Fig. 1: routed metal, one color a layer
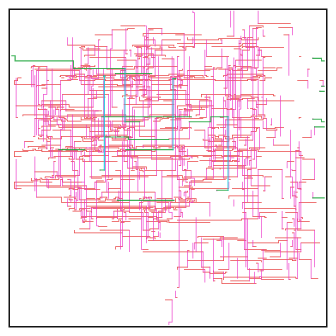
Fig. 2: placement by cell class
Fill, decap, tap and diode cells in gray.
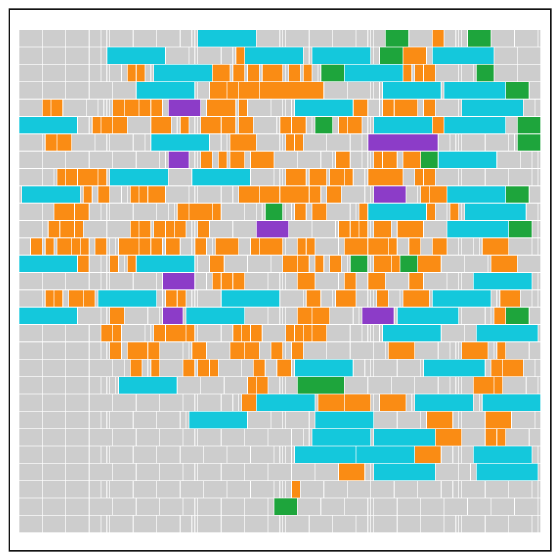
Fig. 3: placement view
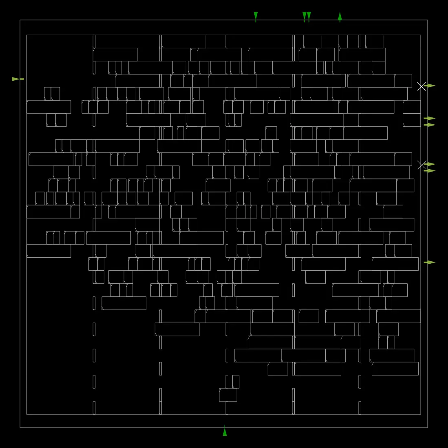
**config.mk**
```make
export PLATFORM = sky130hd
export DESIGN_NAME = key_press_emu_flat
export DESIGN_NICKNAME = d
export VERILOG_FILES = /design/src/rtl/key_press_emu_if.sv /design/src/rtl/key_press_emu.sv /design/src/flat_wrapper.sv
export SDC_FILE = /design/constraint.sdc
export NUM_CORES = 1
export LEC_CHECK = 0
export CAP_MARGIN = 20
export CORE_UTILIZATION = 38
export DETAILED_ROUTE_END_ITERATION = 12
export SYNTH_ARGS = -nofsm -noshare
export SYNTH_HDL_FRONTEND = slang
export SYNTH_SLANG_ARGS = --single-unit
```
**constraint.sdc**
```tcl
create_clock -name sys_clk -period 3.29 [get_ports sys_clk]
set_input_delay 0.658 -clock sys_clk [delete_from_list [all_inputs] [get_ports sys_clk]]
set_output_delay 0.658 -clock sys_clk [all_outputs]
set_load 0.03 [all_outputs]
```
**src/rtl/key_press_emu_if.sv**
```systemverilog
// Command/key bundle between a press requester and the key-press emulator.
// master issues commands and observes the key lines; slave is the emulator.
interface key_press_emu_if #(
    parameter int KEY_W = 4
);
    logic             cmd_valid;
    logic             cmd_ready;
    logic [1:0]       cmd_key;
    logic [KEY_W-1:0] key;
    logic             busy;
    logic             done;

    modport master (
        output cmd_valid, cmd_key,
        input  cmd_ready, key, busy, done
    );

    modport slave (
        input  cmd_valid, cmd_key,
        output cmd_ready, key, busy, done
    );
endinterface

```
**src/rtl/key_press_emu.sv**
```systemverilog
// Key-press emulator: plays pre-delay, bounce, hold, bounce, gap on one key line.
// Optional KEY_EMU_AUTO_EN adds auto_en for self-issued presses on keys 0,1,2,3,...
module key_press_emu #(
    parameter int KEY_W      = 4,
    parameter int CNT_W      = 22,
    parameter int PRE_CYC    = 50000,
    parameter int BOUNCE_CYC = 500000,
    parameter int HOLD_CYC   = 1500000,
    parameter int GAP_CYC    = 450000
) (
    input  logic sys_clk,
    input  logic sys_rst,
`ifdef KEY_EMU_AUTO_EN
    input  logic auto_en,
`endif
    key_press_emu_if.slave bus
);

    typedef enum logic [2:0] {
        IDLE, PRE, BNC_DN, HOLD, BNC_UP, GAP
    } state_t;

    state_t           state_q, state_d;
    logic [CNT_W-1:0] cnt_q, cnt_d, lim;
    logic [15:0]      lfsr_q, lfsr_d;
    logic [1:0]       sel_q, sel_d;
    logic [KEY_W-1:0] key_q, key_d;
    logic             rdy_q, busy_q, done_q;
    logic             start, last, bounce, lo;
    logic [1:0]       start_key;

`ifdef KEY_EMU_AUTO_EN
    logic [1:0] idx_q;

    assign start     = (state_q == IDLE) && (auto_en || bus.cmd_valid);
    assign start_key = auto_en ? idx_q : bus.cmd_key;
    assign bus.cmd_ready = rdy_q & ~auto_en;

    always_ff @(posedge sys_clk or posedge sys_rst) begin
        if (sys_rst) begin
            idx_q <= 2'd0;
        end else if (start && auto_en) begin
            idx_q <= idx_q + 2'd1;
        end
    end
`else
    assign start     = (state_q == IDLE) && bus.cmd_valid;
    assign start_key = bus.cmd_key;
    assign bus.cmd_ready = rdy_q;
`endif

    assign bus.key  = key_q;
    assign bus.busy = busy_q;
    assign bus.done = done_q;

    always_comb begin
        lim = '0;
        unique case (state_q)
            IDLE:           lim = '0;
            PRE:            lim = CNT_W'(PRE_CYC - 1);
            BNC_DN, BNC_UP: lim = CNT_W'(BOUNCE_CYC - 1);
            HOLD:           lim = CNT_W'(HOLD_CYC - 1);
            GAP:            lim = CNT_W'(GAP_CYC - 1);
            default:        lim = '0;
        endcase
    end

    assign last   = (cnt_q == lim);
    assign bounce = (state_q == BNC_DN) || (state_q == BNC_UP);

    // Galois step for x^16+x^14+x^13+x^11, only while bouncing
    assign lfsr_d = bounce
        ? ({1'b0, lfsr_q[15:1]} ^ ({16{lfsr_q[0]}} & 16'hB400))
        : lfsr_q;

    always_comb begin
        state_d = state_q;
        cnt_d   = cnt_q;
        sel_d   = sel_q;
        if (state_q == IDLE) begin
            if (start) begin
                state_d = PRE;
                cnt_d   = '0;
                sel_d   = start_key;
            end
        end else if (last) begin
            cnt_d = '0;
            unique case (state_q)
                PRE:     state_d = BNC_DN;
                BNC_DN:  state_d = HOLD;
                HOLD:    state_d = BNC_UP;
                BNC_UP:  state_d = GAP;
                GAP:     state_d = IDLE;
                default: state_d = IDLE;
            endcase
        end else begin
            cnt_d = cnt_q + CNT_W'(1);
        end
    end

    // Selected line low in HOLD, follows the LFSR while bouncing
    always_comb begin
        lo = (state_d == HOLD) ||
             (((state_d == BNC_DN) || (state_d == BNC_UP)) && !lfsr_d[0]);
        key_d = '1;
        if (lo) key_d[sel_d] = 1'b0;
    end

    always_ff @(posedge sys_clk or posedge sys_rst) begin
        if (sys_rst) begin
            state_q <= IDLE;
            cnt_q   <= '0;
            lfsr_q  <= 16'hACE1;
            sel_q   <= 2'd0;
            key_q   <= '1;
            rdy_q   <= 1'b1;
            busy_q  <= 1'b0;
            done_q  <= 1'b0;
        end else begin
            state_q <= state_d;
            cnt_q   <= cnt_d;
            lfsr_q  <= lfsr_d;
            sel_q   <= sel_d;
            key_q   <= key_d;
            rdy_q   <= (state_d == IDLE);
            busy_q  <= (state_d != IDLE);
            done_q  <= (state_q == GAP) && (state_d == IDLE);
        end
    end

endmodule

```
**src/flat_wrapper.sv**
```systemverilog
// flat-port wrapper written by rule: the top's interface ports become plain ports
module key_press_emu_flat 
#(
    parameter int KEY_W      = 4,
    parameter int CNT_W      = 22,
    parameter int PRE_CYC    = 50000,
    parameter int BOUNCE_CYC = 500000,
    parameter int HOLD_CYC   = 1500000,
    parameter int GAP_CYC    = 450000
)
  (sys_clk, sys_rst, bus_cmd_valid, bus_cmd_key, bus_cmd_ready, bus_key, bus_busy, bus_done);
  key_press_emu_if #(.KEY_W(KEY_W)) bus_i ();
  input  logic sys_clk;
  input  logic sys_rst;
  input wire logic [$bits(bus_i.cmd_valid)-1:0] bus_cmd_valid;
  input wire logic [$bits(bus_i.cmd_key)-1:0] bus_cmd_key;
  output wire logic [$bits(bus_i.cmd_ready)-1:0] bus_cmd_ready;
  output wire logic [$bits(bus_i.key)-1:0] bus_key;
  output wire logic [$bits(bus_i.busy)-1:0] bus_busy;
  output wire logic [$bits(bus_i.done)-1:0] bus_done;
  assign bus_i.cmd_valid = bus_cmd_valid;
  assign bus_i.cmd_key = bus_cmd_key;
  assign bus_cmd_ready = bus_i.cmd_ready;
  assign bus_key = bus_i.key;
  assign bus_busy = bus_i.busy;
  assign bus_done = bus_i.done;
  key_press_emu #(.KEY_W(KEY_W), .CNT_W(CNT_W), .PRE_CYC(PRE_CYC), .BOUNCE_CYC(BOUNCE_CYC), .HOLD_CYC(HOLD_CYC), .GAP_CYC(GAP_CYC)) u_core (.sys_clk(sys_clk), .sys_rst(sys_rst), .bus(bus_i));
endmodule
```
==> results.sh <==
# implementation run metrics
export IMPL_vias=1950
export IMPL_tool_warnings=26
export IMPL_syn_area_sq_um=2600
export IMPL_slew_headroom_pct=69.2
export IMPL_cts_root_buf="clkbuf_8"
export IMPL_port_buffers=11
export IMPL_layout_cells_non_filler=360
export IMPL_grt_ovfl_total=0
export IMPL_finalCritPeriodShare_pct=85.2
export IMPL_synthMuxAreaShare_pct=8.57
export IMPL_period_needed_ns=2.80
export IMPL_reg2reg_to="u_core.state_q[0]$_DFF_PP0_"
export IMPL_syn_inst=267
export IMPL_cts_clk_slew_worst_paths_ns=0.10
export IMPL_finalClockSkew_ns=0.00931
export IMPL_cts_repair_resized=0
export IMPL_top_area_share_pct=35.6
export IMPL_fp_dieArea_sq_um=7170
export IMPL_path_cells="or3_1, a2111oi_4, o2111ai_1, a211oi_2, nand2_2, mux2_4, or3_1"
export IMPL_yosys_area_share_adder_pct=0.481
export IMPL_hold_class="flip-flop to flip-flop"
export IMPL_hold_start="u_core.lfsr_q[10]$_DFFE_PP1N_"
export IMPL_cp_max_fo=15
export IMPL_r2r_start="u_core.state_q[0]$_DFF_PP0_"
export IMPL_place_gp_congestion=0.784
export IMPL_final_common_cell="dfrtp_1"
export IMPL_drc=2
export IMPL_crit_end="u_core.state_q[0]$_DFF_PP0_"
export IMPL_yosysMostFrequentCell="dfrtp_1"
export IMPL_cp_common_cell="or3_1"
export IMPL_ios=12
export IMPL_ir_worst_vdd_uv=210
export IMPL_area_leaders="dfrtp_1 (36%), dfstp_2 (13%), mux2_2 (6.1%)"
export IMPL_htreeDepth=2
export IMPL_reg2reg_slack_ns=0.49
export IMPL_top_cells_by_count="dfrtp_1 (37), nand2_1 (27), nor2_1 (23), nand3_1 (21), o21ai_0 (18)"
export IMPL_clock_sinks=50
export IMPL_drt_wirelength_per_cell_um=14.5
export IMPL_vias_per_cell=5.42
export IMPL_violations="design-rule violations"
export IMPL_ys_warn_count=0
export IMPL_dpl_cell_count=351
export IMPL_fp_util_pct=40.2
export IMPL_logic_area_sq_um=1230
export IMPL_p_leak_nw=1.21
export IMPL_yosys_area_sq_um=2600
export IMPL_syn2layout_area_growth_pct=12.7
export IMPL_drive_above_1_share_pct=18.7
export IMPL_regArea_sq_um=1270
export IMPL_ys_flops=50
export IMPL_cp_required_ns=3.48
export IMPL_simple_gate_area_share_pct=22.9
export IMPL_final_nets=288
export IMPL_hold_viol=0
export IMPL_die_h_um=84.7
export IMPL_r2r_cells=7
export IMPL_grt_max_degree=48
export IMPL_hpwl_um=3540
export IMPL_startpoint="u_core.state_q[0]$_DFF_PP0_"
export IMPL_fmax_mhz=357
export IMPL_clock_latency_ns=0.31
export IMPL_syn_nets=273
export IMPL_cpPeakStageDelay_ns=0.54
export IMPL_cpMaxStageDelayCell="dfrtp_1"
export IMPL_rsz0062_at_grt="no"
export IMPL_track_usage_pct=15.9
export IMPL_status="complete, but fails checks"
export IMPL_post_cts_buffers=0
export IMPL_fin_setup_tns_ns=0
export IMPL_ys_cells=267
export IMPL_synth_edff_count=0
export IMPL_hold_depth=2
export IMPL_cts_buffer_depth=2
export IMPL_wl_um=5240
export IMPL_timing_worst_setup_path_type="flip-flop to flip-flop"
export IMPL_crit_family="simple AND/OR/NAND/NOR gates"
export IMPL_worst_path_stages=7
export IMPL_drtAntennaViolNets=0
export IMPL_antenna_found_initial=0
export IMPL_cp_start_kind="flip-flop"
export IMPL_grt_pass1_vias=1893
export IMPL_syn_avg_cell_area_sq_um=9.73
export IMPL_hold_buffers=0
export IMPL_ys_seq_share_pct=48.8
export IMPL_ys_types=48
export IMPL_tightest_slew_ns=0.462
## Picture notes: Fig. 1
Key: cyan = met4 [wire length 78.2 um]; magenta = met2 [wire length 2,350 um]; green = met3 [wire length 155 um]; red = met1 [wire length 2,660 um]

## Picture notes: Fig. 2
Key: green = other buffers and delay cells [cells 18, share of their area 6.2%]; purple = clock drivers and dummy loads [cells 8, share of their area 4.1%]; cyan = flip-flops [cells 50, share of their area 45%]; orange = all other logic [cells 207, share of their area 45%]
final core occ: 45.3%
row count: 29
fin area: 2930 sq um
Seq/total area: 43.3%

## Picture notes: Fig. 3
Fillers: 609
area of the core: 6460 sq um

## sequential cells by signal, indices dropped and copies added, names as in the netlist
name and flops:
u_core.state_q 3, u_core.sel_q 2, u_core.bus.done 1, u_core.bus.cmd_ready 1, u_core.cnt_q 22, u_core.bus.busy 1
u_core.bus.key 4, u_core.lfsr_q 16
## stage by stage
step                power [mW]  util, %  worst slack (ns)  hold slack (ns)  instance area [sq um]
finish                    1.51     45.3             0.488            0.508                   2930
global route              1.60     45.3             0.317            0.545                   2930
CTS                       1.52     45.0             0.486            0.513                   2910
detailed placement        1.07     43.2             0.515            0.494                   2790
global placement          1.06     43.2             0.592            0.488                   2790
floorplan                0.982        -             0.706            0.475                   2600
## where the power goes
part	internal (mW)	leakage, nW	switching (mW)	total [mW]
clock network	0.231	0.0587	0.219	0.450
logic	0.125	0.527	0.154	0.279
registers	0.687	0.628	0.0930	0.780
total	1.04	1.21	0.467	1.51
## layer usage
metal	vias up	part of all wire (%)	track usage, %
met4	0	1.5	4.62
met3	9	3.0	3.15
li1	972	-	-
met2	24	45	25.6
met1	945	51	21.7
met5	-	0	0
## cells by family (layout without fill, tap and decap cells)
family	after synthesis	count (layout)
adders and majority gates	1	1
and+or+nand+nor	117	117
DFF	50	50
AOI/OAI and AO/OA	49	49
buffers and inverters	21	37
xor gates and xnor gates	9	9
muxes	20	20
## worst register-to-register path: stages (launching register included)
cell and delay [ns]:
dfrtp_1 0.54, or3_1 0.51, a2111oi_4 0.33, o2111ai_1 0.17
a211oi_2 0.25, nand2_2 0.18, mux2_4 0.33, or3_1 0.37
## cell type report
type	instances	area share, %
inverters	11	1.41
clock buffers	5	2.35
flip-flops and latches	50	43.3
repair buffers	18	5.98
multi-input cells	196	42.1
clock inverters	3	1.62
well taps	77	3.29
Power figures rest on the tool's default switching activity, not on a simulated workload.
